## config.mk

```make
export PLATFORM = sky130hd
export DESIGN_NAME = mult_acc_pipe
export DESIGN_NICKNAME = d
export VERILOG_FILES = /design/src/rtl/mult_acc_pipe.sv
export SDC_FILE = /design/constraint.sdc
export NUM_CORES = 1
export LEC_CHECK = 0
export CELL_PAD_IN_SITES_DETAIL_PLACEMENT = 1
export CELL_PAD_IN_SITES_GLOBAL_PLACEMENT = 1
export CORE_MARGIN = 2
export CORE_UTILIZATION = 50
export DETAILED_ROUTE_END_ITERATION = 7
export PLACE_DENSITY_LB_ADDON = 0.1
export SETUP_SLACK_MARGIN = 0.4
export SLEW_MARGIN = 10
export SYNTH_ARGS = -nofsm -noshare
export SYNTH_HDL_FRONTEND = slang
export SYNTH_SLANG_ARGS = --single-unit
export TNS_END_PERCENT = 1
```

## constraint.sdc

```tcl
create_clock -name clk -period 8.89 [get_ports clk]
set_input_delay 1.778 -clock clk [delete_from_list [all_inputs] [get_ports clk]]
set_output_delay 1.778 -clock clk [all_outputs]
set_load 0.005 [all_outputs]
```

## src/rtl/mult_acc_pipe.sv

```systemverilog
// mult_acc_pipe: pipelined signed/unsigned multiply-accumulate with
// clock-enable stall, bubble tracking, accumulate/clear modes and saturation.
//
// Ports:
//   clk       rising-edge clock
//   rst       synchronous active-high reset (overrides ce)
//   ce        clock enable; 0 freezes every register
//   in_valid  a/b and mode bits are valid this cycle
//   a, b      operands (ASIZE / BSIZE bits)
//   a_signed  1 = a is two's complement, 0 = unsigned
//   b_signed  1 = b is two's complement, 0 = unsigned
//   acc_en    1 = add product to accumulator, 0 = load product
//   acc_clr   with acc_en: start a new sum
//   out_valid p is valid this cycle
//   p         signed result (OSIZE bits)
//   acc_ovf   sticky accumulator overflow flag
module mult_acc_pipe #(
    parameter int ASIZE       = 16,
    parameter int BSIZE       = 16,
    parameter int PIPE_STAGES = 3,
    parameter int ACC_SIZE    = 48,
    parameter int OSIZE       = 32,
    parameter int SAT_EN      = 1
) (
    input  logic             clk,
    input  logic             rst,
    input  logic             ce,
    input  logic             in_valid,
    input  logic [ASIZE-1:0] a,
    input  logic [BSIZE-1:0] b,
    input  logic             a_signed,
    input  logic             b_signed,
    input  logic             acc_en,
    input  logic             acc_clr,
    output logic             out_valid,
    output logic [OSIZE-1:0] p,
    output logic             acc_ovf
);

    // One extra bit per operand makes the product exact for every
    // signedness combination in ASIZE+BSIZE+1 bits.
    localparam int PW = ASIZE + BSIZE + 1;
    localparam int AW = ACC_SIZE;

    localparam logic [AW-1:0] ACC_MAX = {1'b0, {(AW-1){1'b1}}};
    localparam logic [AW-1:0] ACC_MIN = {1'b1, {(AW-1){1'b0}}};
    localparam logic [OSIZE-1:0] OUT_MAX = {1'b0, {(OSIZE-1){1'b1}}};
    localparam logic [OSIZE-1:0] OUT_MIN = {1'b1, {(OSIZE-1){1'b0}}};

    logic signed [PW-1:0] w_ae;
    logic signed [PW-1:0] w_be;
    logic signed [PW-1:0] w_prod;

    assign w_ae   = {{(PW-ASIZE){a_signed & a[ASIZE-1]}}, a};
    assign w_be   = {{(PW-BSIZE){b_signed & b[BSIZE-1]}}, b};
    assign w_prod = w_ae * w_be;

    logic [PW-1:0]          r_prod [PIPE_STAGES];
    logic [PIPE_STAGES-1:0] r_vld;
    logic [PIPE_STAGES-1:0] r_en;
    logic [PIPE_STAGES-1:0] r_clr;

    always_ff @(posedge clk) begin
        if (rst) begin
            for (int i = 0; i < PIPE_STAGES; i++) begin
                r_prod[i] <= '0;
            end
            r_vld <= '0;
            r_en  <= '0;
            r_clr <= '0;
        end else if (ce) begin
            r_prod[0] <= w_prod;
            r_vld[0]  <= in_valid;
            r_en[0]   <= acc_en;
            r_clr[0]  <= acc_clr;
            for (int i = 1; i < PIPE_STAGES; i++) begin
                r_prod[i] <= r_prod[i-1];
                r_vld[i]  <= r_vld[i-1];
                r_en[i]   <= r_en[i-1];
                r_clr[i]  <= r_clr[i-1];
            end
        end
    end

    logic [PW-1:0] w_lp;
    logic          w_lv;
    logic          w_len;
    logic          w_lclr;

    assign w_lp   = r_prod[PIPE_STAGES-1];
    assign w_lv   = r_vld[PIPE_STAGES-1];
    assign w_len  = r_en[PIPE_STAGES-1];
    assign w_lclr = r_clr[PIPE_STAGES-1];

    logic [AW-1:0]    r_acc;
    logic [OSIZE-1:0] r_p;
    logic             r_ovf;
    logic             r_out_valid;

    logic [AW-1:0]     w_base;
    logic [AW:0]       w_sum;
    logic              w_ovf;
    logic [AW-1:0]     w_acc_nx;
    logic [AW-OSIZE:0] w_hi;
    logic [OSIZE-1:0]  w_p_nx;

    // Bits above the OSIZE sign bit must all match it for p to fit.
    assign w_hi = w_acc_nx[AW-1:OSIZE-1];

    always_comb begin
        w_base   = (w_len & ~w_lclr) ? r_acc : '0;
        w_sum    = {w_base[AW-1], w_base}
                 + {{(AW+1-PW){w_lp[PW-1]}}, w_lp};
        w_ovf    = w_sum[AW] ^ w_sum[AW-1];
        w_acc_nx = w_sum[AW-1:0];
        if (SAT_EN != 0 && w_ovf) begin
            w_acc_nx = w_sum[AW] ? ACC_MIN : ACC_MAX;
        end
        w_p_nx = w_acc_nx[OSIZE-1:0];
        if (SAT_EN != 0 && !(&w_hi) && (|w_hi)) begin
            w_p_nx = w_acc_nx[AW-1] ? OUT_MIN : OUT_MAX;
        end
    end

    always_ff @(posedge clk) begin
        if (rst) begin
            r_acc       <= '0;
            r_p         <= '0;
            r_ovf       <= 1'b0;
            r_out_valid <= 1'b0;
        end else if (ce) begin
            r_out_valid <= w_lv;
            if (w_lv) begin
                r_acc <= w_acc_nx;
                r_p   <= w_p_nx;
                if (w_ovf) begin
                    r_ovf <= 1'b1;
                end else if (!w_len || w_lclr) begin
                    r_ovf <= 1'b0;
                end
            end
        end
    end

    assign out_valid = r_out_valid;
    assign p         = r_p;
    assign acc_ovf   = r_ovf;

endmodule

```

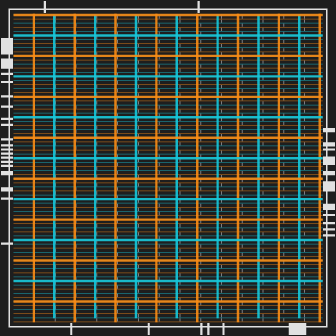
run_1/pdn.png
Pins as bars on the die edge. Tap cells in gray.
| color | net |
|---|---|
| orange | VSS |
| cyan | VDD |
met4 straps: 15
met1 rails: 76
Vert. Die Dim: 210 um
Core ar.: 0.0419 mm^2
peak supply drop: 0.000286 V
Die Wd: 210 um

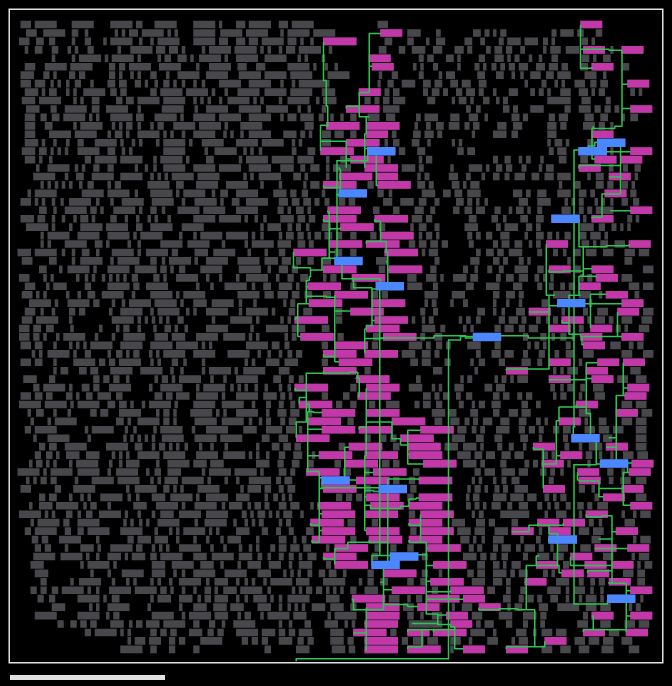
run_1/clock_map.png
Bar = 50 um.
[green] clock wires | length: 2,320 um
[magenta] flip-flops | count: 190
[blue] cells driving clock nets | count: 17
routed clock nets: 18
Latency at later pin: 0.45 ns
part of the power in the clock network: 0.101
worst-case clock skew: 0.0101 ns
clk pwr: 786 uW

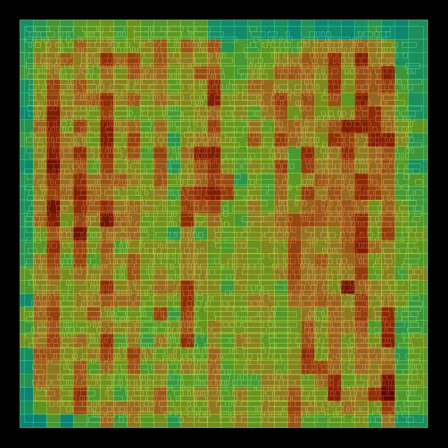
run_1/final_congestion.png
Core Util, Final: 0.558
met3 usage: 0.0226
Top Usage Layer GRT: met2
GRT Total Usage: 0.272
met2 Use GR: 0.475

==> impl_metrics.tcl, run 1 <==
# collected from the flow reports
set metrics [dict create \
    lay_top_cells "inv_1, fa_1, and2_1, nand2_1, nor2_1" \
    switching_share 0.482 \
    status "finished, final reports clean" \
    cp_top_family "adder cells" \
    netlist_area_mm2 0.0212 \
    power_combinational_uw 5890 \
    final_area_mm2 0.0234 \
    ys_sh_mux 0.0116 \
    finalHoldViolations 0 \
    top_cells_by_count "inv_1, fa_1, and2_1, nand2_1, nor2_1" \
    whs_ns 0.455 \
    grt.met1_usage 0.366 \
    placementRows 75 \
    ys_sh_simple 0.187 \
    cp_common_cell "fa_1" \
    top_cell "inv_1" \
    yosys.area_share.adder 0.353 \
    via_count 16200 \
    cp-start-kind "primary input" \
    hold_depth 2 \
    comb_area_frac 0.631 \
    area_dominant_class "combinational gates" \
    worst_slack_ns 0.699 \
    antenna_found_initial 1 \
    rsz0062_at_grt "yes" \
    num-nets-final 2801 \
    min_period_over_period 0.921 \
    wire_per_inst_um 19.9 \
    syn-instance-count 2288 \
    tool_warnings 28 \
]
run_1/metal_stack.png
Bar = 50 um.
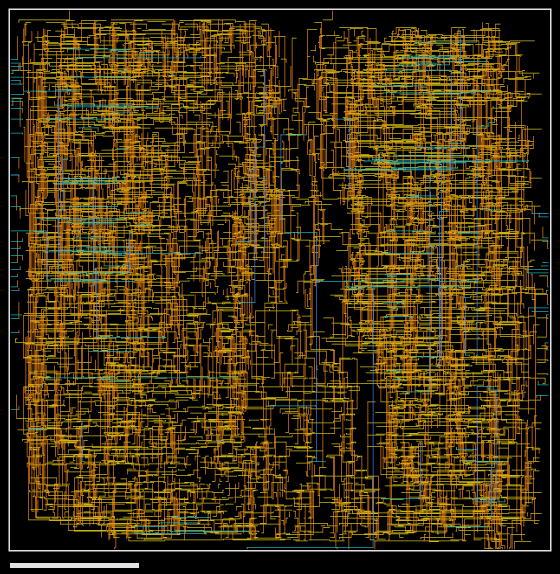

## Run 2: what changed since run 1
PLACE_DENSITY = 0.79   (was default)
PLACE_DENSITY_LB_ADDON = default   (was 0.1)
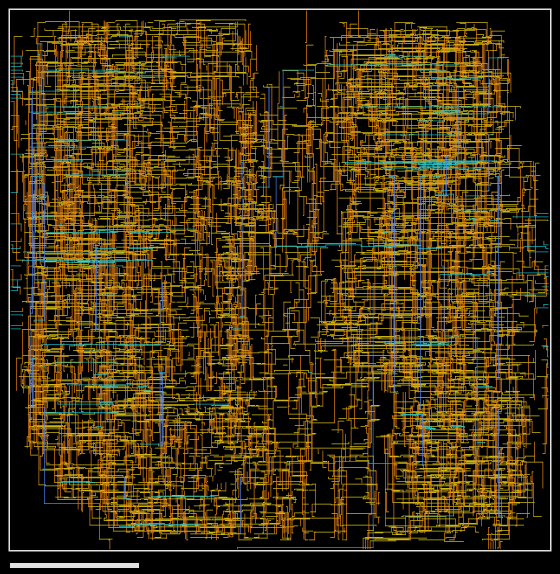
run_2/metal_stack.png
Bar = 50 um.
| color | layer | wire length |
|---|---|---|
| cyan | met3 | 2,090 um |
| yellow | met1 | 25.6 mm |
| blue | met4 | 1,630 um |
| orange | met2 | 28.3 mm |
Routed WL: 57,700 um
GRT Total Usage: 0.272

==> run 2 against run 1 <==
Worst setup slack got worse by 0.083 ns. Flip-flop count unchanged. Clock skew increased by 0.0034 ns. Final area is essentially flat. Core utilization hardly changed. Critical path depth stayed put. Global-route usage about the same. Worst hold slack better by 0.011 ns. Total power increased by 0.20%. Maximum frequency down 1.0%. Critical path type unchanged.
==> impl_metrics.tcl, run 2 <==
# collected from the flow reports
set metrics [dict create \
    status "finished, final reports clean" \
    fin_util 0.558 \
    use_met3 0.0329 \
    die_h_um 210 \
    netlist_area_mm2 0.0212 \
    ys_sh_mux 0.0116 \
    tool_warnings 28 \
    area_dominant_class "combinational gates" \
    use_met2 0.475 \
    yosys.area_share.adder 0.353 \
    comb_area_frac 0.631 \
    grt.met1_usage 0.351 \
    top_cell "inv_1" \
    busiest_layer "met2" \
    final_area_mm2 0.0234 \
    whs_ns 0.465 \
    clk_latency_ns 0.46 \
    lay_top_cells "inv_1, fa_1, and2_1, nand2_1, nor2_1" \
    via_count 16200 \
    power_combinational_uw 5900 \
    power_frac_clock 0.101 \
    core_mm2 0.0419 \
    hold_depth 1 \
    min_period_over_period 0.931 \
]
Power is estimated from default activity; no workload was simulated.
